**src/rtl/s208_y_counter_if.sv**
```systemverilog
// Handshake and output bundle for the s208 counter/coefficient stage.
// The master drives count control and coefficient words; the slave returns Y, C, C_READY and WRAP.
interface s208_y_counter_if;
   logic       X;
   logic       CLR;
   logic [8:0] C_IN;
   logic       C_VALID;
   logic       C_READY;
   logic       Y_1, Y_2, Y_3, Y_4, Y_5, Y_6, Y_7, Y_8;
   logic       C_0, C_1, C_2, C_3, C_4, C_5, C_6, C_7, C_8;
   logic       WRAP;

   modport master (
      output X, CLR, C_IN, C_VALID,
      input  C_READY, WRAP,
      input  Y_1, Y_2, Y_3, Y_4, Y_5, Y_6, Y_7, Y_8,
      input  C_0, C_1, C_2, C_3, C_4, C_5, C_6, C_7, C_8
   );

   modport slave (
      input  X, CLR, C_IN, C_VALID,
      output C_READY, WRAP,
      output Y_1, Y_2, Y_3, Y_4, Y_5, Y_6, Y_7, Y_8,
      output C_0, C_1, C_2, C_3, C_4, C_5, C_6, C_7, C_8
   );
endinterface

```
**src/rtl/s208_y_counter.sv**
```systemverilog
// 8-bit up-counter with a shadowed coefficient register for the s208 rate multiplier.
// Coefficients only take effect at a wrap or clear, so a rate change never splits a period.
module s208_y_counter (
   input  logic                  CK,
   input  logic                  RN,
   s208_y_counter_if.slave       bus
);

   logic [7:0] count_r,   count_nxt_s;
   logic [8:0] coef_r,    coef_nxt_s;
   logic [8:0] shadow_r,  shadow_nxt_s;
   logic       pending_r, pending_nxt_s;
   logic       ready_r,   ready_nxt_s;
   logic       wrap_r,    wrap_nxt_s;

   logic       wrap_edge_s;
   logic       apply_s;
   logic       transfer_s;

   // Next-state evaluation for counter, handshake and coefficient apply.
   always_comb begin
      count_nxt_s   = count_r;
      coef_nxt_s    = coef_r;
      shadow_nxt_s  = shadow_r;
      pending_nxt_s = pending_r;
      wrap_edge_s   = 1'b0;
      apply_s       = 1'b0;
      transfer_s    = 1'b0;

      wrap_edge_s = (~bus.CLR) & bus.X & (count_r == 8'hFF);
      apply_s     = bus.CLR | wrap_edge_s;
      transfer_s  = bus.C_VALID & ready_r;

      if (bus.CLR) begin
         count_nxt_s = 8'h00;
      end else if (bus.X) begin
         count_nxt_s = count_r + 8'h01;
      end else begin
         count_nxt_s = count_r;
      end

      // A transfer coinciding with an apply bypasses the shadow entirely.
      if (apply_s) begin
         pending_nxt_s = 1'b0;
         if (pending_r) begin
            coef_nxt_s = shadow_r;
         end else if (transfer_s) begin
            coef_nxt_s = bus.C_IN;
         end else begin
            coef_nxt_s = coef_r;
         end
      end else if (transfer_s) begin
         shadow_nxt_s  = bus.C_IN;
         pending_nxt_s = 1'b1;
      end else begin
         pending_nxt_s = pending_r;
      end

      ready_nxt_s = ~pending_nxt_s;
      wrap_nxt_s  = wrap_edge_s;
   end

   // State registers; reset clears everything including a WRAP pulse in flight.
   always_ff @(posedge CK or negedge RN) begin
      if (!RN) begin
         count_r   <= 8'h00;
         coef_r    <= 9'h000;
         shadow_r  <= 9'h000;
         pending_r <= 1'b0;
         ready_r   <= 1'b1;
         wrap_r    <= 1'b0;
      end else begin
         count_r   <= count_nxt_s;
         coef_r    <= coef_nxt_s;
         shadow_r  <= shadow_nxt_s;
         pending_r <= pending_nxt_s;
         ready_r   <= ready_nxt_s;
         wrap_r    <= wrap_nxt_s;
      end
   end

   assign bus.C_READY = ready_r;
   assign bus.WRAP    = wrap_r;

   assign bus.Y_1 = count_r[0];
   assign bus.Y_2 = count_r[1];
   assign bus.Y_3 = count_r[2];
   assign bus.Y_4 = count_r[3];
   assign bus.Y_5 = count_r[4];
   assign bus.Y_6 = count_r[5];
   assign bus.Y_7 = count_r[6];
   assign bus.Y_8 = count_r[7];

   assign bus.C_0 = coef_r[0];
   assign bus.C_1 = coef_r[1];
   assign bus.C_2 = coef_r[2];
   assign bus.C_3 = coef_r[3];
   assign bus.C_4 = coef_r[4];
   assign bus.C_5 = coef_r[5];
   assign bus.C_6 = coef_r[6];
   assign bus.C_7 = coef_r[7];
   assign bus.C_8 = coef_r[8];

endmodule

```
**src/flat_wrapper.sv**
```systemverilog
// flat-port wrapper written by rule: the top's interface ports become plain ports
module s208_y_counter_flat 
  (CK, RN, bus_X, bus_CLR, bus_C_IN, bus_C_VALID, bus_C_READY, bus_WRAP, bus_Y_1, bus_Y_2, bus_Y_3, bus_Y_4, bus_Y_5, bus_Y_6, bus_Y_7, bus_Y_8, bus_C_0, bus_C_1, bus_C_2, bus_C_3, bus_C_4, bus_C_5, bus_C_6, bus_C_7, bus_C_8);
  s208_y_counter_if bus_i ();
  input  logic CK;
  input  logic RN;
  input wire logic [$bits(bus_i.X)-1:0] bus_X;
  input wire logic [$bits(bus_i.CLR)-1:0] bus_CLR;
  input wire logic [$bits(bus_i.C_IN)-1:0] bus_C_IN;
  input wire logic [$bits(bus_i.C_VALID)-1:0] bus_C_VALID;
  output wire logic [$bits(bus_i.C_READY)-1:0] bus_C_READY;
  output wire logic [$bits(bus_i.WRAP)-1:0] bus_WRAP;
  output wire logic [$bits(bus_i.Y_1)-1:0] bus_Y_1;
  output wire logic [$bits(bus_i.Y_2)-1:0] bus_Y_2;
  output wire logic [$bits(bus_i.Y_3)-1:0] bus_Y_3;
  output wire logic [$bits(bus_i.Y_4)-1:0] bus_Y_4;
  output wire logic [$bits(bus_i.Y_5)-1:0] bus_Y_5;
  output wire logic [$bits(bus_i.Y_6)-1:0] bus_Y_6;
  output wire logic [$bits(bus_i.Y_7)-1:0] bus_Y_7;
  output wire logic [$bits(bus_i.Y_8)-1:0] bus_Y_8;
  output wire logic [$bits(bus_i.C_0)-1:0] bus_C_0;
  output wire logic [$bits(bus_i.C_1)-1:0] bus_C_1;
  output wire logic [$bits(bus_i.C_2)-1:0] bus_C_2;
  output wire logic [$bits(bus_i.C_3)-1:0] bus_C_3;
  output wire logic [$bits(bus_i.C_4)-1:0] bus_C_4;
  output wire logic [$bits(bus_i.C_5)-1:0] bus_C_5;
  output wire logic [$bits(bus_i.C_6)-1:0] bus_C_6;
  output wire logic [$bits(bus_i.C_7)-1:0] bus_C_7;
  output wire logic [$bits(bus_i.C_8)-1:0] bus_C_8;
  assign bus_i.X = bus_X;
  assign bus_i.CLR = bus_CLR;
  assign bus_i.C_IN = bus_C_IN;
  assign bus_i.C_VALID = bus_C_VALID;
  assign bus_C_READY = bus_i.C_READY;
  assign bus_WRAP = bus_i.WRAP;
  assign bus_Y_1 = bus_i.Y_1;
  assign bus_Y_2 = bus_i.Y_2;
  assign bus_Y_3 = bus_i.Y_3;
  assign bus_Y_4 = bus_i.Y_4;
  assign bus_Y_5 = bus_i.Y_5;
  assign bus_Y_6 = bus_i.Y_6;
  assign bus_Y_7 = bus_i.Y_7;
  assign bus_Y_8 = bus_i.Y_8;
  assign bus_C_0 = bus_i.C_0;
  assign bus_C_1 = bus_i.C_1;
  assign bus_C_2 = bus_i.C_2;
  assign bus_C_3 = bus_i.C_3;
  assign bus_C_4 = bus_i.C_4;
  assign bus_C_5 = bus_i.C_5;
  assign bus_C_6 = bus_i.C_6;
  assign bus_C_7 = bus_i.C_7;
  assign bus_C_8 = bus_i.C_8;
  s208_y_counter u_core (.CK(CK), .RN(RN), .bus(bus_i));
endmodule
```
**config.mk**
```make
export PLATFORM = sky130hd
export DESIGN_NAME = s208_y_counter_flat
export DESIGN_NICKNAME = d
export VERILOG_FILES = /design/src/rtl/s208_y_counter_if.sv /design/src/rtl/s208_y_counter.sv /design/src/flat_wrapper.sv
export SDC_FILE = /design/constraint.sdc
export NUM_CORES = 1
export LEC_CHECK = 0
export ABC_CLOCK_PERIOD_IN_PS = 1900
export CORE_MARGIN = 8
export CORE_UTILIZATION = 47
export DETAILED_ROUTE_END_ITERATION = 6
export GPL_TIMING_DRIVEN = 1
export PLACE_DENSITY = 0.84
export SYNTH_ARGS = -nofsm -noshare
export SYNTH_HDL_FRONTEND = slang
export SYNTH_SLANG_ARGS = --single-unit
```
**constraint.sdc**
```tcl
create_clock -name CK -period 1.9 [get_ports CK]
set_clock_uncertainty 0.05 [all_clocks]
set_input_delay 0.475 -clock CK [delete_from_list [all_inputs] [get_ports CK]]
set_output_delay 0.475 -clock CK [all_outputs]
set_load 0.005 [all_outputs]
```
==> images/cell_density.png <==
Drawn at 6 px/µm. The die is cut into 7 by 7 equal tiles; black is low, pale yellow is high, 0 to 100% covered.
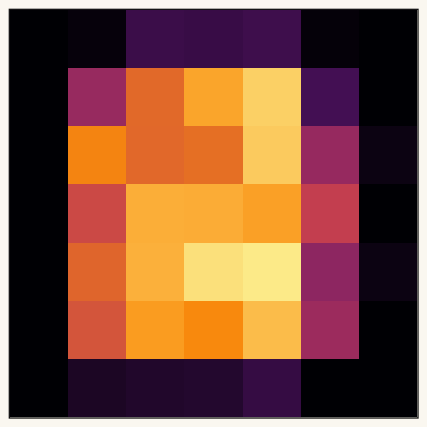
emptiest ninth of the die: north-east
fullest tile: 95%
tiles over 75% full: 22%
core footprint: 0.002663 mm²
final core utilization: 64.61%

==> images/wires.png <==
Drawn at 4 px/µm.
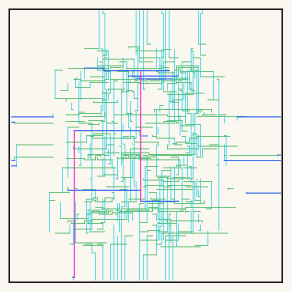
[metal 2] cyan | wire length: 1310 µm
[metal 1] green | wire length: 1060 µm
[metal 3] blue | wire length: 136 µm
[metal 4] magenta | wire length: 69.4 µm

==> images/io_placement.png <==
Drawn at 6 px/µm. Pins as bars across the die edge, other pins in grey.
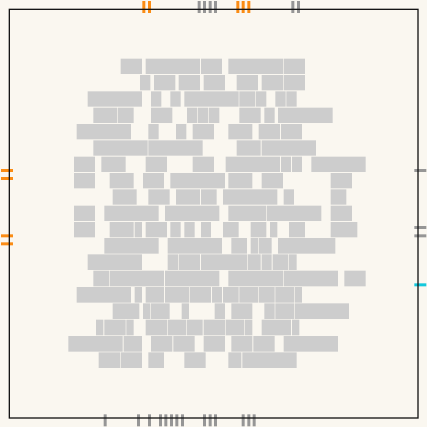
[bus_WRAP] cyan | pins: 1 | direction: output | edge: east
[bus_C_IN] orange | pins: 9 | direction: input | edge: 5 north, 4 west
all pins by edge: 14 south, 11 north, 4 east, 4 west
Die Y: 67.88 µm
port bufs: 32
width of the chip: 67.88 µm

==> results.py <==
# Metrics from the implementation run
metrics = {
    "cts": {
        "cts_root_buffer": "sky130_fd_sc_hd__clkbuf_4",
        "clkTransAtPathRegs_ps": 90,
        "clock_sinks": 29,
    },
    "critical_path": {
        "worstSetupPathType": "flop to output port",
        "critPathBufInv": 1,
        "worst_path_largest_cell_delay_ps": 540,
        "path_delay_family": "buffers and inverters",
        "worst_ep_arrival_time_ps": 1310,
        "cp_data_required_time_ps": 1370,
        "kind_of_start_point_of_the_critical_path": "flop",
        "crit_path_top_delay_cell": "sky130_fd_sc_hd__clkdlybuf4s50_1",
    },
    "sta": {
        "grt_setup_unrepaired": "false",
        "worst_slack_ps": 62.44,
        "fin_hold_ws_ps": 461.9,
        "final-max-slew-violation-count": 0,
        "worstMarginPinSlew_ps": 358.4,
        "tns_ps": 0,
        "final-hold-violation-count": 0,
        "fmax_mhz": 544.2,
        "slew_headroom_pct": 76.10,
    },
    "run": {
        "tool_warnings": 26,
        "max_cap_violations": 0,
    },
    "finish": {
        "sequential_cell_area_um2": 726.9,
        "final-nonclk-buf-share_pct": 22.69,
        "fraction_of_final_layout_cells_sized_beyond_drive_strength_1_pct": 20.00,
        "inv_count": 1,
        "multi_input_gate_share_of_the_layout_cell_area_pct": 29.38,
        "nets": 160,
        "antenna_cells_inserted": 0,
        "mi_logic_area_um2": 505.5,
        "signal_buffers": 41,
        "layout.cells.most_common_list": "31 x sky130_fd_sc_hd__clkdlybuf4s50_1, 28 x sky130_fd_sc_hd__dfrtp_1, 10 x sky130_fd_sc_hd__mux2i_1",
        "final_common_cell": "sky130_fd_sc_hd__clkdlybuf4s50_1",
        "syn_to_final_growth_pct": 36.00,
        "largestClassByArea": "registers",
        "layout.cells.non_filler": 176,
    },
    "drt": {
        "detail_route.wirelength_mm": 2.568,
        "firstDrtPassIters": 4,
        "num_vias": 903,
    },
    "synthesis": {
        "post_synth_edffs": 0,
        "yosys_chip_area_mm2": 0.001265,
        "ys_seq_share_pct": 57.47,
        "top_cells_by_area": "sky130_fd_sc_hd__dfrtp_1 55%, sky130_fd_sc_hd__mux2_2 8.0%, sky130_fd_sc_hd__mux2i_1 7.9%",
        "synth_top_area_share_pct": 55.39,
        "top_cells_by_count": "28 x sky130_fd_sc_hd__dfrtp_1, 10 x sky130_fd_sc_hd__mux2i_1",
        "synth_async_sr_flop_share_pct": 100.0,
        "dominantRegCellSynth": "sky130_fd_sc_hd__dfrtp_1",
        "avgSynthCellArea_um2": 12.40,
        "yosys_warnings": 0,
        "post-synth-top-count-cell": "sky130_fd_sc_hd__dfrtp_1",
        "synthDistinctLibCells": 24,
    },
    "placement": {
        "post-dp-hpwl_mm": 1.955,
        "dp_slack_ps": -129.7,
        "dp.cells": 168,
        "placed_cell_area_mm2": 0.001655,
    },
    "global_routing": {
        "grt_pass1_vias": 975,
        "largest_net_degree_at_the_start_of_global_routing": 30,
        "grt_use_met1_pct": 14.34,
        "grt_pass1_wl_mm": 4.409,
        "grt_usage_pct": 12.96,
        "grt_most_used_layer": "met2",
        "global_route.usage.met2_pct": 21.07,
    },
    "power_and_ir_drop": {
        "power_sequential_uw": 748,
        "pwr_density_cell_mw_per_mm2": 827.4,
        "share_of_power_burned_in_registers_pct": 52.6,
        "p_sw_share_pct": 25.07,
        "ir_worst_vdd_v": 0.0006435,
        "maxPowerGroup": "registers",
        "clockPowerShare_pct": 26.1,
        "leakage_power_figure_nw": 0.7411,
        "internal_power_mw": 1.067,
    },
    "worst_hold_path": {
        "timing.hold.worst.class": "flop to flop",
    },
    "floorplan": {
        "initial_utilization_pct": 47.51,
        "chipArea_mm2": 0.004608,
        "io_pins": 33,
        "n_tap_cell": 31,
    },
    "run_status": {
        "run_status": "finished, final reports clean",
    },
}
==> images/clocks.png <==
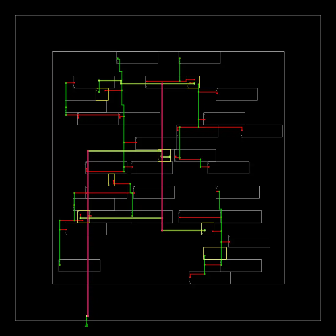
clock insertion delay at the later pin of the skew report: 320 ps
total clock network power: 371 µW
number of CTS-inserted buffers: 5
total of clock buffers placed in the layout: 7

==> images/placement_by_type.png <==
Drawn at 4 px/µm.
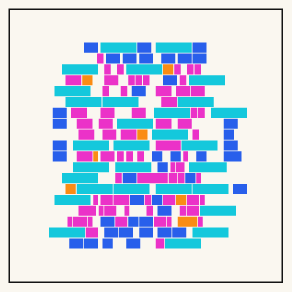
[remaining buffers and delay cells] blue | cells: 41
[sequential cells] cyan | cells: 29
[clock drivers and dummy loads] orange | cells: 7
[combinational and other logic] magenta | cells: 68
sequential portion of the cell area: 42.25%
standard-cell row count: 19
Finished Cell Area: 0.001720 mm²

[what timing repair did]
action / CTS / global route
gates resized: 0 / 1
endpoints found under the setup margin: 1 / 1
setup buffers: 1 / 0
[worst paths after layout]
kind / from / end / slack, ps / depth (start not counted)
worst max-delay path: u_core.count_r[7]$_DFFE_PN0P_ / bus_Y_8 / 60 / 1
worst min-delay path: u_core.shadow_r[0]$_DFFE_PN0P_ / u_core.shadow_r[0]$_DFFE_PN0P_ / 460 / 1
worst max register to register: u_core.count_r[1]$_DFFE_PN0P_ / u_core.shadow_r[1]$_DFFE_PN0P_ / 240 / 5
worst min register to register: u_core.shadow_r[0]$_DFFE_PN0P_ / u_core.shadow_r[0]$_DFFE_PN0P_ / 460 / 1
max in group asynchronous: RN / u_core.bus.C_READY$_DFF_PN1_ / 1010 / 2
min in group asynchronous: RN / u_core.shadow_r[0]$_DFFE_PN0P_ / 470 / 2
[registers in the layout (all words and copies together) (netlist names)]
signal / flops
u_core.bus.C_READY: 1
u_core.bus.WRAP: 1
u_core.coef_r: 9
u_core.count_r: 8
u_core.pending_r: 1
u_core.shadow_r: 9
[routing by layer]
layer	part of all wire [%]	wire, µm	vias to the layer above
met5	0	0	-
met4	2.7	69	0
met3	5.3	135	6
met2	51	1306	20
met1	41	1057	436
li1	-	-	441
[cell families (layout without fill, tap and decap cells)]
logic type / Yosys count / in the layout / synth area share (%)
AOI/OAI and AO/OA: 20 / 20 / 9.198
xor gates and xnor gates: 7 / 7 / 4.847
adders and majority gates: 1 / 1 / 0.9890
buffers and inverters: 6 / 49 / 2.572
DFF: 29 / 29 / 57.47
muxes: 19 / 19 / 15.93
and+or+nand+nor: 20 / 20 / 9.002
Power is estimated from default activity; no workload was simulated.
